[config.mk]
export PLATFORM = sky130hd
export DESIGN_NAME = fsm_share_sched
export DESIGN_NICKNAME = d
export VERILOG_FILES = /design/src/rtl/fsm_share_sched.sv
export SDC_FILE = /design/constraint.sdc
export NUM_CORES = 1
export LEC_CHECK = 0
export ABC_AREA = 1
export CORE_UTILIZATION = 30
export CTS_CLUSTER_DIAMETER = 100
export CTS_CLUSTER_SIZE = 40
export DETAILED_ROUTE_END_ITERATION = 7
export PLACE_DENSITY = 0.46
export SETUP_SLACK_MARGIN = 0.5
export SLEW_MARGIN = 20
export SYNTH_ARGS = -nofsm -noshare
export SYNTH_HDL_FRONTEND = slang
export SYNTH_SLANG_ARGS = --single-unit
[constraint.sdc]
create_clock -name clk -period 2.5 [get_ports clk]
set_input_delay 0.5 -clock clk [delete_from_list [all_inputs] [get_ports clk]]
set_output_delay 0.5 -clock clk [all_outputs]
set_load 0.01 [all_outputs]
[src/rtl/fsm_share_sched.sv]
// Time-shared 4-state Moore detector serving 4 serial channels, round-robin arbitrated.
// Latency: result 1 cycle after grant. Backpressure: one-hot ch_ready, a requester holds bit until granted.
module fsm_share_sched #(
    parameter int CNT_W = 8
) (
    input  logic             clk,
    input  logic             reset,
    input  logic [3:0]       ch_valid,
    input  logic [3:0]       ch_bit,
    output logic [3:0]       ch_ready,
    input  logic [3:0]       ch_flush,
    output logic             res_valid,
    output logic [1:0]       res_ch,
    output logic             res_match,
    input  logic [1:0]       cnt_sel,
    output logic [CNT_W-1:0] cnt_val
);

    typedef enum logic [1:0] {
        ST_A = 2'd0,
        ST_B = 2'd1,
        ST_C = 2'd2,
        ST_D = 2'd3
    } det_state_t;

    typedef struct packed {
        logic       vld;
        logic [1:0] ch;
        logic       match;
    } res_t;

    det_state_t       st_q  [4];
    det_state_t       st_d  [4];
    logic [CNT_W-1:0] cnt_q [4];
    logic [CNT_W-1:0] cnt_d [4];
    logic [1:0]       ptr_q;
    logic [1:0]       ptr_d;
    res_t             res_q;
    res_t             res_d;

    logic             gnt_vld;
    logic [1:0]       gnt_ch;
    logic [1:0]       cand;
    logic             grant;
    det_state_t       det_base;
    det_state_t       det_nxt;

    function automatic det_state_t det_next(input det_state_t s, input logic b);
        det_state_t n;
        case (s)
            ST_A:    n = b ? ST_B : ST_A;
            ST_B:    n = b ? ST_B : ST_C;
            ST_C:    n = b ? ST_D : ST_A;
            default: n = b ? ST_B : ST_C;
        endcase
        return n;
    endfunction

    // Round-robin search from ptr upward; first requester wins.
    always_comb begin
        gnt_vld = 1'b0;
        gnt_ch  = ptr_q;
        cand    = 2'd0;
        for (int i = 0; i < 4; i++) begin
            cand = ptr_q + 2'(i);
            if (!gnt_vld && ch_valid[cand]) begin
                gnt_vld = 1'b1;
                gnt_ch  = cand;
            end
        end
    end

    assign grant    = gnt_vld & ~reset;
    assign ch_ready = grant ? (4'b0001 << gnt_ch) : 4'b0000;

    // A flush colliding with a grant makes the detector start from A.
    always_comb begin
        det_base = ch_flush[gnt_ch] ? ST_A : st_q[gnt_ch];
        det_nxt  = det_next(det_base, ch_bit[gnt_ch]);
    end

    always_comb begin
        for (int i = 0; i < 4; i++) begin
            st_d[i]  = ch_flush[i] ? ST_A : st_q[i];
            cnt_d[i] = cnt_q[i];
        end
        ptr_d = ptr_q;
        res_d = '0;
        if (grant) begin
            st_d[gnt_ch] = det_nxt;
            ptr_d        = gnt_ch + 2'd1;
            res_d.vld    = 1'b1;
            res_d.ch     = gnt_ch;
            res_d.match  = (det_nxt == ST_D);
            if (det_nxt == ST_D && cnt_q[gnt_ch] != {CNT_W{1'b1}}) begin
                cnt_d[gnt_ch] = cnt_q[gnt_ch] + CNT_W'(1);
            end
        end
    end

    always_ff @(posedge clk) begin
        if (reset) begin
            for (int i = 0; i < 4; i++) begin
                st_q[i]  <= ST_A;
                cnt_q[i] <= '0;
            end
            ptr_q <= 2'd0;
            res_q <= '0;
        end else begin
            for (int i = 0; i < 4; i++) begin
                st_q[i]  <= st_d[i];
                cnt_q[i] <= cnt_d[i];
            end
            ptr_q <= ptr_d;
            res_q <= res_d;
        end
    end

    assign res_valid = res_q.vld;
    assign res_ch    = res_q.ch;
    assign res_match = res_q.match;
    assign cnt_val   = cnt_q[cnt_sel];

endmodule

==> results.ini, run 1 <==
[power_and_ir_drop]
leakage_uw = 0.002733
power_uw = 7859
p_per_area_nw_per_um2 = 1463
vdd_drop_max_uv = 591.5

[clocking]
post_cts_buffers = 19
htree_levels = 2
cts_tree = done
cts_root_buf = clkbuf_8
clock_path_buffers = 2
path_clk_slew_ns = 0.09
hold_buffers = 0
cts_sinks = 46
cts_resized = 133
cts_buffers = 5

[sta]
fin_hold_ws_ns = 0.4978
tightestPinTransition_ns = 0.4736
finalHoldViolCount = 0
rsz0062_at_grt = yes
finalMaxSlewViolations = 0
setup_slack_ns = -0.3111
slew-limit-headroom_pct = 68.43
setup_tns_ns = -9.860
timing.final.crit_share_pct = 112.4
max_freq_mhz = 355.7
setup_violations = 37
min_period_ns = 2.811

[setup_path]
cp_max_fo = 7
path_cells = clkinv_8 -> buf_8 -> nand2_4 -> nand2_4 -> o21ai_4 -> nand3_4 -> nand2_4 -> nand2_8 -> buf_12 -> nand2_4 -> nand2_4 -> nand2_4 -> nand2_2 -> inv_2 -> ha_4 -> nand2_4 -> nor2_4 -> nand2_4 -> nand3_4 -> nand2_1 -> nand2_1 -> nor2_1
r2r-end = cnt_q[1][1]
critPathCapture = cnt_q[1][1]
critPathKind = flop to flop
path_buffers = 4
cp_common_cell = nand2_4
start_kind = flop
reg2reg_depth = 22
worstSetupEndpointType = flop
cp_num_cells = 22
cpPeakStageDelay_ns = 0.44
cp_slowest_cell = dfxtp_4
cp.arrival_ns = 3.02
crit_family = simple AND/OR/NAND/NOR gates
r2r_start = ptr_q[0]
critical_path_required_ns = 2.71
ff2ff_setup_slack_ns = -0.31
crit_start = ptr_q[0]

[yosys]
synth.distinct_cells = 25
ys_cells = 568
edf_count = 0
ys_seq_share_pct = 27.46
ff_type = dfxtp_1
async_reset_ff_share_pct = 0
yosys_area_um2 = 3353
top_cells_by_count = nand2_1 (229), inv_1 (71), nor2_1 (69)
top_cells_by_area = dfxtp_1 (27%), nand2_1 (26%), inv_1 (7.9%)
yosysMostFrequentCell = nand2_1
netlist_area_um2 = 3353
netlist.area_leader.share_pct = 27.46
yosysWarningCount = 0
ys_ff = 46
synth_nets = 587
synth_cells = 568
synth_top_cell_by_area = dfxtp_1
synth_area_per_cell_um2 = 5.904

[final_layout]
lay_top_cells = nand2_1 (168), buf_4 (66), inv_1 (60)
area_growth_pct = 60.19
mostFrequentLayoutCell = nand2_1
final_cell_area_um2 = 5371
diodes = 0
final_core_util_pct = 49.33
fillerInstances = 1098
layout-drive-gt1-share_pct = 40.26
layout.nets = 711
layoutNonFillerInstCount = 833

[placement]
place.gp.congestion = 0.7670
placed_area_um2 = 4298
place_ws_ns = -0.8612
dpl.cell_count = 780
hpwlAfterDp_um = 7009
io_buffers = 31

[global_routing]
gr-usage-met3_pct = 2.240
grt_start_max_net_pins = 40
gr-usage-met1_pct = 27.49
track_usage_pct = 19.97
antenna_found_initial = 0
overflow = 0
grt_pass1_wl_um = 17930
met2_usage_pct = 32.92
grt_pass1_vias = 3551
busiest_layer = met2

[route]
firstDrtPassIters = 4
drt.antenna.violating_nets = 0
drc = 0
detail_route.iter0.violations = 162
wl_per_cell_um = 13.63
wirelength_um = 11350
num_vias = 3836
via_per_inst = 4.605

[floorplanning]
die_y_um = 107.7
fp_util_pct = 30.80
coreArea_um2 = 10890
ios = 32
fp.dieW_um = 107.7
chipArea_um2 = 11600
num_rows = 38

[run]
warnings = 30
drv_cap = 0

[run_status]
failed_checks = negative setup slack
status = finished with violations

[worst_hold_path]
min_path_type = flop to flop

-- run 1: flip-flops by register name, summed over array words and instances, names as in the netlist --
name and flops:
cnt_q 32, ptr_q 2, res_ch 2, res_match 1, res_valid 1, st_q 8
-- run 1: worst min-delay path by stage --
stage | start | to | slack [ns] | cells after the start
6_report | st_q[0][1] | st_q[0][1] | 0.50 | 2
5_1_grt | st_q[0][1] | st_q[0][1] | 0.54 | 2
4_1_cts | st_q[1][1] | st_q[1][1] | 0.49 | 2
3_5_place_dp | st_q[1][1] | st_q[1][1] | 0.48 | 2
3_3_place_gp | st_q[1][1] | st_q[1][1] | 0.48 | 2
2_1_floorplan | st_q[1][1] | st_q[1][1] | 0.46 | 2
-- run 1: layout make-up --
type | count | area [um2] | area share, %
repair buffers | 132 | 1287 | 23.97
clock inverters | 2 | 11.26 | 0.2096
clock buffers | 6 | 82.58 | 1.537
inverters | 73 | 294.0 | 5.474
multi-input cells | 434 | 2595 | 48.31
flip-flops and latches | 46 | 925.9 | 17.24
well taps | 140 | 175.2 | 3.261
-- run 1: per-layer routing --
layer | wire length, um | share of wire [%]
met3 | 459 | 4.0
met5 | 0 | 0
met1 | 5395 | 48
met4 | 129 | 1.1
met2 | 5366 | 47
-- run 1: report_power, final --
group	leakage (uW)	internal [uW]	switching [uW]	total, uW
sequential	0.000373	812	65.7	878
combinational	0.00231	2940	3540	6480
clock	0.0000515	224	281	505
total	0.00273	3980	3880	7860
-- run 1: cells by family after synthesis --
family / count (synthesis) / synth area share (%)
AND/OR/NAND/NOR: 374 / 50.22
buffers and inverters: 94 / 13.13
AND-OR/OR-AND: 50 / 7.798
flip-flops: 46 / 27.46
adder cells (fa/ha/maj): 3 / 1.120
XOR/XNOR: 1 / 0.2612
Run 1, signal wires by layer:
Two of the layers only.
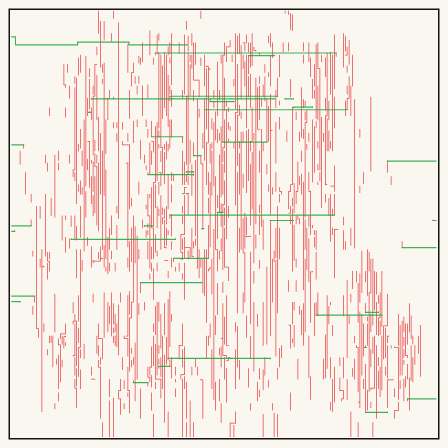
- met2: red (wire length 5,370 um)
- met3: green (wire length 460 um)

Run 1, M1 wires:
Supply wires on this layer in grey.
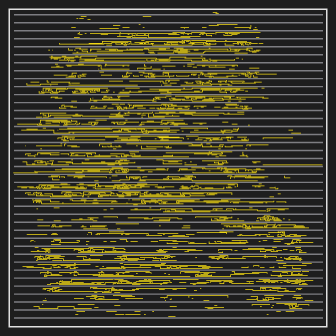
- longest straight run: 35.4 um
- share of all routed wire: 48%
- nets with wire on the layer: 665

Run 1, clock wiring as the flow saved it:
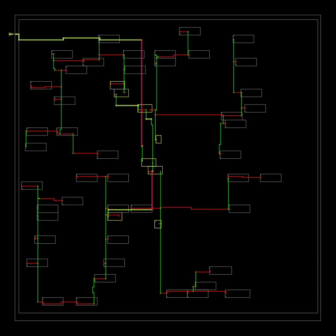
Latency at later pin: 0.30 ns
Clock Skews: 0.004867 ns
CLK BUF: 6

==> run 2: changes to the inputs <==
--- a/config.mk
+++ b/config.mk
@@ -12,7 +12,7 @@
 export DETAILED_ROUTE_END_ITERATION = 7
 export PLACE_DENSITY = 0.46
 export SETUP_SLACK_MARGIN = 0.5
-export SLEW_MARGIN = 20
+export SLEW_MARGIN = 40
 export SYNTH_ARGS = -nofsm -noshare
 export SYNTH_HDL_FRONTEND = slang
 export SYNTH_SLANG_ARGS = --single-unit
Run 2, M1 wires:
Supply wires on this layer in grey.
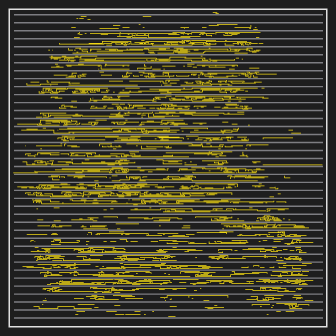
- share of all routed wire: 48%
- wire length on this layer: 5,400 um
- longest straight run: 35.4 um

==> results.ini, run 2 <==
[run_status]
status = finished with violations
failed_checks = negative setup slack

[global_routing]
grt_pass1_wl_um = 17930  ; unchanged
gr-usage-met1_pct = 27.49  ; unchanged
gr-usage-met3_pct = 2.240  ; unchanged
track_usage_pct = 19.97  ; unchanged
met2_usage_pct = 32.92  ; unchanged
grt_start_max_net_pins = 40  ; unchanged
busiest_layer = met2
overflow = 0  ; unchanged
antenna_found_initial = 0  ; unchanged
grt_pass1_vias = 3551  ; unchanged

[final_layout]
reg_top3 = cnt_q: 32 flops, st_q: 8 flops
final_core_util_pct = 49.33  ; unchanged
layoutNonFillerInstCount = 833  ; unchanged
mostFrequentLayoutCell = nand2_1
layout.nets = 711  ; unchanged
fillerInstances = 1098  ; unchanged
diodes = 0  ; unchanged
area_growth_pct = 60.19  ; unchanged
top_register = cnt_q
layout-drive-gt1-share_pct = 40.26  ; unchanged
largest_reg_flops = 32  ; unchanged
lay_top_cells = nand2_1 (168), buf_4 (66), inv_1 (60)
final_cell_area_um2 = 5371  ; unchanged

[route]
wl_per_cell_um = 13.63  ; unchanged
met2_length_um = 5366  ; unchanged
firstDrtPassIters = 4  ; unchanged
highest_layer = met4
met3_length_um = 459  ; unchanged
num_vias = 3836  ; unchanged
via_per_inst = 4.605  ; unchanged
detail_route.iter0.violations = 162  ; unchanged
wirelength_um = 11350  ; unchanged
drt.antenna.violating_nets = 0  ; unchanged
wl_met1_um = 5395  ; unchanged
drc = 0  ; unchanged

[run]
drv_cap = 0  ; unchanged
warnings = 30  ; unchanged

[setup_path]
reg2reg_depth = 22  ; unchanged
r2r_start = ptr_q[0]
cp.arrival_ns = 3.02  ; about the same
critical_path_required_ns = 2.71  ; about the same
r2r-end = cnt_q[1][1]
ff2ff_setup_slack_ns = -0.31  ; about the same
critPathKind = flop to flop
worstSetupEndpointType = flop
start_kind = flop
cp_max_fo = 7  ; unchanged

[sta]
max_freq_mhz = 355.7  ; unchanged
finalHoldViolCount = 0  ; unchanged
fin_hold_ws_ns = 0.4978  ; unchanged
timing.final.crit_share_pct = 112.4  ; unchanged
setup_tns_ns = -9.860  ; unchanged
rsz0062_at_grt = yes
worst_clock_skew_ns = 0.004867  ; unchanged
setup_violations = 37  ; unchanged
finalMaxSlewViolations = 0  ; unchanged
setup_slack_ns = -0.3111  ; unchanged
tightestPinTransition_ns = 0.4736  ; unchanged
slew-limit-headroom_pct = 68.43  ; unchanged
min_period_ns = 2.811  ; unchanged

[placement]
hpwlAfterDp_um = 7009  ; unchanged
place_ws_ns = -0.8612  ; unchanged
place.gp.congestion = 0.7670  ; unchanged
io_buffers = 31  ; unchanged
placed_area_um2 = 4298  ; unchanged
dpl.cell_count = 780  ; unchanged

[floorplanning]
num_rows = 38  ; unchanged
chipArea_um2 = 11600  ; unchanged
die_y_um = 107.7  ; unchanged
ios = 32  ; unchanged
coreArea_um2 = 10890  ; unchanged
fp_util_pct = 30.80  ; unchanged
fp.dieW_um = 107.7  ; unchanged

[power_and_ir_drop]
leakage_uw = 0.002733  ; unchanged
clkPwrFrac_pct = 6.4  ; about the same
pg_comb_uw = 6480  ; about the same
clock_net_power_uw = 505  ; about the same
p_switching_uw = 3883  ; unchanged
vdd_drop_max_uv = 591.5  ; unchanged
p_comb_share_pct = 82.4  ; about the same
seqPwrFrac_pct = 11.2  ; about the same
p_per_area_nw_per_um2 = 1463  ; unchanged
power_uw = 7859  ; unchanged
pg_seq_uw = 878  ; about the same
internal_power_uw = 3977  ; unchanged
swShare_pct = 49.40  ; unchanged
power.group.top = combinational cells

[clocking]
path_clk_slew_ns = 0.09  ; about the same
post_cts_buffers = 19  ; unchanged
cts_tree = done
htree_levels = 2  ; unchanged
cts_root_buf = clkbuf_8
cts_resized = 133  ; unchanged
clock_path_buffers = 2  ; unchanged
hold_buffers = 0  ; unchanged
clock_latency_ns = 0.30  ; about the same

[yosys]
edf_count = 0  ; unchanged
synth_top_cell_by_area = dfxtp_1
synth_area_per_cell_um2 = 5.904  ; unchanged
synth_cells = 568  ; unchanged
synth.distinct_cells = 25  ; unchanged
async_reset_ff_share_pct = 0  ; unchanged
yosysWarningCount = 0  ; unchanged
ys_cells = 568  ; unchanged
netlist_area_um2 = 3353  ; unchanged
ys_ff = 46  ; unchanged
ys_seq_share_pct = 27.46  ; unchanged
top_cells_by_count = nand2_1 (229), inv_1 (71), nor2_1 (69)
synth_nets = 587  ; unchanged
netlist.area_leader.share_pct = 27.46  ; unchanged
yosysMostFrequentCell = nand2_1
ff_type = dfxtp_1
top_cells_by_area = dfxtp_1 (27%), nand2_1 (26%), inv_1 (7.9%)

[worst_hold_path]
min_from = st_q[0][1]
min_path_type = flop to flop
hold_depth = 2  ; unchanged
worstHoldEndpoint = st_q[0][1]

Run 2, clock wiring as the flow saved it:
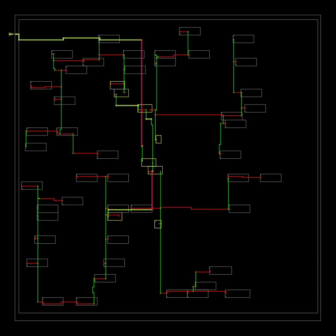
Sink Count: 46
CTS Buf Count: 5

## run 2: how the worst max path moves through the flow
stage                     start     endpoint  slack [ns]
floorplan              ptr_q[1]  cnt_q[2][5]       -0.09
global placement    ch_valid[3]  ch_ready[0]       -0.85
detailed placement  ch_valid[3]  cnt_q[2][7]       -0.86
CTS                    ptr_q[0]  cnt_q[3][7]       -0.26
global route           ptr_q[0]  cnt_q[1][3]       -0.48
finish                 ptr_q[0]  cnt_q[1][1]       -0.31
## run 2: worst max-delay path, cell delays in order, from the launching register on
cell and delay (ns):
dfxtp_4 0.44, clkinv_8 0.10, buf_8 0.14, nand2_4 0.05
nand2_4 0.05, o21ai_4 0.21, nand3_4 0.17, nand2_4 0.13
nand2_8 0.07, buf_12 0.14, nand2_4 0.06, nand2_4 0.05
nand2_4 0.06, nand2_2 0.06, inv_2 0.07, ha_4 0.14
nand2_4 0.06, nor2_4 0.18, nand2_4 0.15, nand3_4 0.19
nand2_1 0.07, nand2_1 0.06, nor2_1 0.04
## run 2: kinds of logic (layout without fill, tap and decap cells)
kind of cell               count (synthesis)  count (layout)  share of synthesized area, %
adders and majority gates                  3               3                         1.120
DFF                                       46              46                         27.46
xor gates and xnor gates                   1               1                        0.2612
AOI/OAI and AO/OA                         50              50                         7.798
and+or+nand+nor                          374             380                         50.22
buffers and inverters                     94             213                         13.13
## run 2: final cells by class
| cell class | count | area [um2] | share of cell area [%] |
|---|---|---|---|
| flip-flops and latches | 46 | 925.9 | 17.24 |
| multi-input cells | 434 | 2595 | 48.31 |
| clock inverters | 2 | 11.26 | 0.2096 |
| inverters | 73 | 294.0 | 5.474 |
| repair buffers | 132 | 1287 | 23.97 |
| clock buffers | 6 | 82.58 | 1.537 |
| well taps | 140 | 175.2 | 3.261 |
Run 2, signal wires by layer:
Two of the layers only.
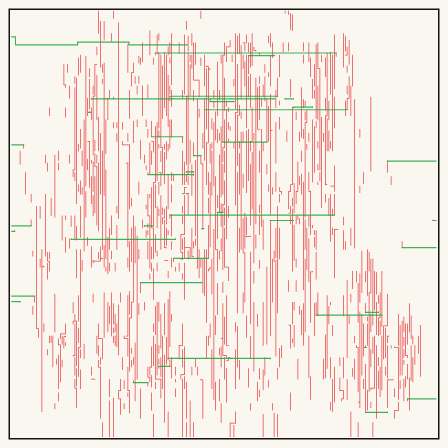

==> run 3: changes to the inputs <==
--- a/config.mk
+++ b/config.mk
@@ -6,11 +6,13 @@
 export NUM_CORES = 1
 export LEC_CHECK = 0
 export ABC_AREA = 1
+export CELL_PAD_IN_SITES_DETAIL_PLACEMENT = 1
+export CELL_PAD_IN_SITES_GLOBAL_PLACEMENT = 1
 export CORE_UTILIZATION = 30
 export CTS_CLUSTER_DIAMETER = 100
 export CTS_CLUSTER_SIZE = 40
 export DETAILED_ROUTE_END_ITERATION = 7
-export PLACE_DENSITY = 0.46
+export PLACE_DENSITY = 0.63
 export SETUP_SLACK_MARGIN = 0.5
 export SLEW_MARGIN = 40
 export SYNTH_ARGS = -nofsm -noshare
Run 3, signal wires by layer:
Two of the layers only.
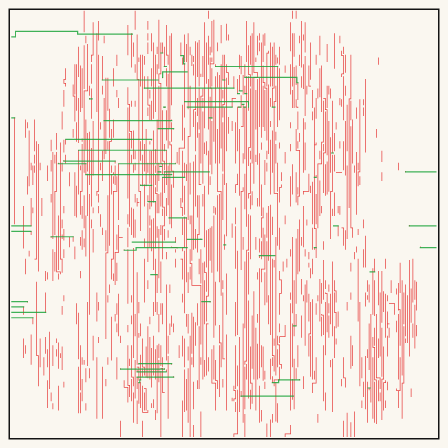
- met3: green (wire length 446 um)
- met2: red (wire length 7,040 um)

Run 3, M1 wires:
Supply wires on this layer in grey.
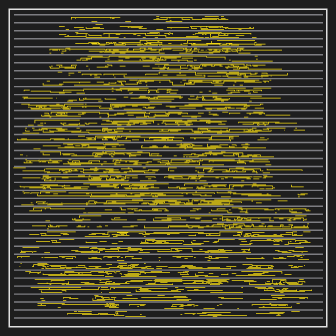
- longest straight run: 49.7 um
- share of all routed wire: 44%
- main direction: horizontal
- nets with wire on the layer: 672
- wire length on this layer: 6,250 um

==> results.ini, run 3 <==
[yosys]
yosysMostFrequentCell = nand2_1
synth_area_per_cell_um2 = 5.904  ; unchanged
yosysWarningCount = 0  ; unchanged
ys_cells = 568  ; unchanged
netlist.area_leader.share_pct = 27.46  ; unchanged
synth_cells = 568  ; unchanged
top_cells_by_count = nand2_1 (229), inv_1 (71), nor2_1 (69)
netlist_area_um2 = 3353  ; unchanged
synth_top_cell_by_area = dfxtp_1
async_reset_ff_share_pct = 0  ; unchanged
synth.distinct_cells = 25  ; unchanged
ys_seq_share_pct = 27.46  ; unchanged
yosys_area_um2 = 3353
ys_ff = 46  ; unchanged
edf_count = 0  ; unchanged
ff_type = dfxtp_1

[floorplanning]
chipArea_um2 = 11600  ; unchanged
fp.dieW_um = 107.7  ; unchanged
ios = 32  ; unchanged
coreArea_um2 = 10890  ; unchanged
num_rows = 38  ; unchanged
die_y_um = 107.7  ; unchanged

[power_and_ir_drop]
clkPwrFrac_pct = 8.4  ; +2.0 points
seqPwrFrac_pct = 10.8  ; -0.4 points
swShare_pct = 50.02  ; +0.62 points
power_uw = 8204  ; +4.4%
p_comb_share_pct = 80.8  ; -1.6 points
vdd_drop_max_uv = 705.5  ; +19%
leakage_uw = 0.002704  ; -1.1%

[sta]
setup_slack_ns = -0.4751  ; -0.1640 ns
rsz0062_at_grt = yes
min_period_ns = 2.975  ; +0.1640 ns
timing.final.crit_share_pct = 119.0  ; +6.6 points
slew-limit-headroom_pct = 65.08  ; -3.3 points
max_freq_mhz = 336.1  ; -5.5%
tightestPinTransition_ns = 0.5238  ; +0.05024 ns
worst_clock_skew_ns = 0.01114  ; +0.006269 ns
setup_tns_ns = -15.59  ; -5.725 ns
setup_violations = 41  ; +11%
finalHoldViolCount = 0  ; unchanged

[clocking]
clock_latency_ns = 0.32  ; +0.02 ns
cts_tree = done
cts_buffers = 5  ; unchanged
cts_root_buf = clkbuf_8
htree_levels = 2  ; unchanged
path_clk_slew_ns = 0.10  ; about the same
cts_sinks = 46  ; unchanged
clock_path_buffers = 2  ; unchanged

[route]
wl_met1_um = 6250  ; +16%
highest_layer = met4
via_per_inst = 4.922  ; +6.9%
met2_length_um = 7042  ; +31%
drc = 0  ; unchanged
firstDrtPassIters = 6  ; +2
met3_length_um = 445  ; -3.1%
num_vias = 4120  ; +7.4%
wirelength_um = 14170  ; +25%
detail_route.iter0.violations = 147  ; -9.3%
drt.antenna.violating_nets = 0  ; unchanged
wl_per_cell_um = 16.93  ; +24%

[final_layout]
layout-drive-gt1-share_pct = 39.45  ; -0.80 points
reg_top3 = cnt_q: 32 flops, st_q: 8 flops
diodes = 0  ; unchanged
fillerInstances = 1401  ; +28%
final_core_util_pct = 48.64  ; -0.69 points
largest_reg_flops = 32  ; unchanged
mostFrequentLayoutCell = nand2_1
top_register = cnt_q
area_growth_pct = 57.95
lay_top_cells = nand2_1 (174), buf_4 (76), nand2_2 (60), inv_1 (60), nor2_1 (56)

[setup_path]
path_buffers = 4  ; unchanged
path_cells = buf_12 -> nand2_2 -> nand2_4 -> nand2_4 -> nand2_8 -> nor2_8 -> nand3_4 -> nand2_4 -> nand2_4 -> buf_6 -> buf_6 -> nand2_1 -> nand2_1 -> nand2_2 -> nand2_2 -> nor2_2 -> nand2_4 -> nor2_8 -> buf_6 -> nand3_4 -> nor2_1 -> nor2_2
crit_family = simple AND/OR/NAND/NOR gates
r2r-end = cnt_q[0][3]
cpPeakStageDelay_ns = 0.41  ; -0.03 ns
reg2reg_depth = 22  ; unchanged
cp_max_fo = 8  ; +1
critPathCapture = cnt_q[0][3]
r2r_start = ptr_q[0]
critPathKind = flop to flop
cp_slowest_cell = dfxtp_4
worstSetupEndpointType = flop
start_kind = flop
cp_num_cells = 22  ; unchanged
crit_start = ptr_q[0]
critical_path_required_ns = 2.71  ; about the same

[placement]
place.gp.congestion = 0.7795  ; +1.6%
place_ws_ns = -0.9087  ; -0.04753 ns
io_buffers = 31  ; unchanged
hpwlAfterDp_um = 7885  ; +12%

[global_routing]
gr-usage-met3_pct = 2.603  ; +0.36 points
overflow = 0  ; unchanged
met2_usage_pct = 41.62  ; +8.7 points
grt_pass1_vias = 4137  ; +17%
grt_start_max_net_pins = 40  ; unchanged
antenna_found_initial = 0  ; unchanged
gr-usage-met1_pct = 30.42  ; +2.9 points
grt_pass1_wl_um = 21230  ; +18%
busiest_layer = met2
track_usage_pct = 23.80  ; +3.8 points

[run]
drv_cap = 0  ; unchanged

[run_status]
failed_checks = negative setup slack
status = finished with violations

[worst_hold_path]
worstHoldEndpoint = st_q[2][0]
min_path_type = flop to flop
min_from = st_q[2][0]
hold_depth = 2  ; unchanged

==> run 3: tightest hold or removal path: stages (launching register included) <==
cell and delay (ns):
dfxtp_1 0.32, nand4_1 0.08, o21ai_1 0.05
==> run 3: area by class of cell <==
cell class                      count  area (um2)  area share (%)
Timing Repair Buffer              137        1280           24.17
Clock buffer                        7       107.6           2.032
Clock inverter                      1       30.03          0.5670
Tap cell                          140       175.2           3.307
Sequential cell                    46       928.4           17.53
Multi-Input combinational cell    433        2486           46.94
Inverter                           73       289.0           5.457
==> run 3: cells by family after synthesis <==
kind of cell / Yosys count / synth area share [%]
buffers and inverters: 94 / 13.13
AND-OR/OR-AND: 50 / 7.798
flip-flops: 46 / 27.46
XOR/XNOR: 1 / 0.2612
AND/OR/NAND/NOR: 374 / 50.22
adder cells (fa/ha/maj): 3 / 1.120
==> run 3: repair_timing <==
action	in CTS	in global routing
pin swaps	44	43
hold buffers	0	0
resized	136	67
setup buffers	21	17
gates cloned	7	1
setup endpoints to repair	55	50
==> run 3: through the flow <==
step	instance area (um2)	std cells	hold WS [ns]
after floorplan	3448	568	0.4560
after global placement	4320	783	0.4809
after detailed placement	4320	783	0.4892
after CTS	4975	819	0.4999
after global routing	5296	837	0.5264
final	5296	837	0.4933
==> run 3: power by group through the flow <==
| stage | Clock, uW | Sequential, uW | Combinational, uW |
|---|---|---|---|
| after floorplan | 0 | 874 | 2950 |
| after global placement | 0 | 875 | 4900 |
| after detailed placement | 0 | 876 | 4970 |
| after CTS | 708 | 879 | 5820 |
| after global routing | 727 | 892 | 7120 |
| final | 690 | 884 | 6630 |
No activity file was given, so power comes from the tool's default toggle rates.
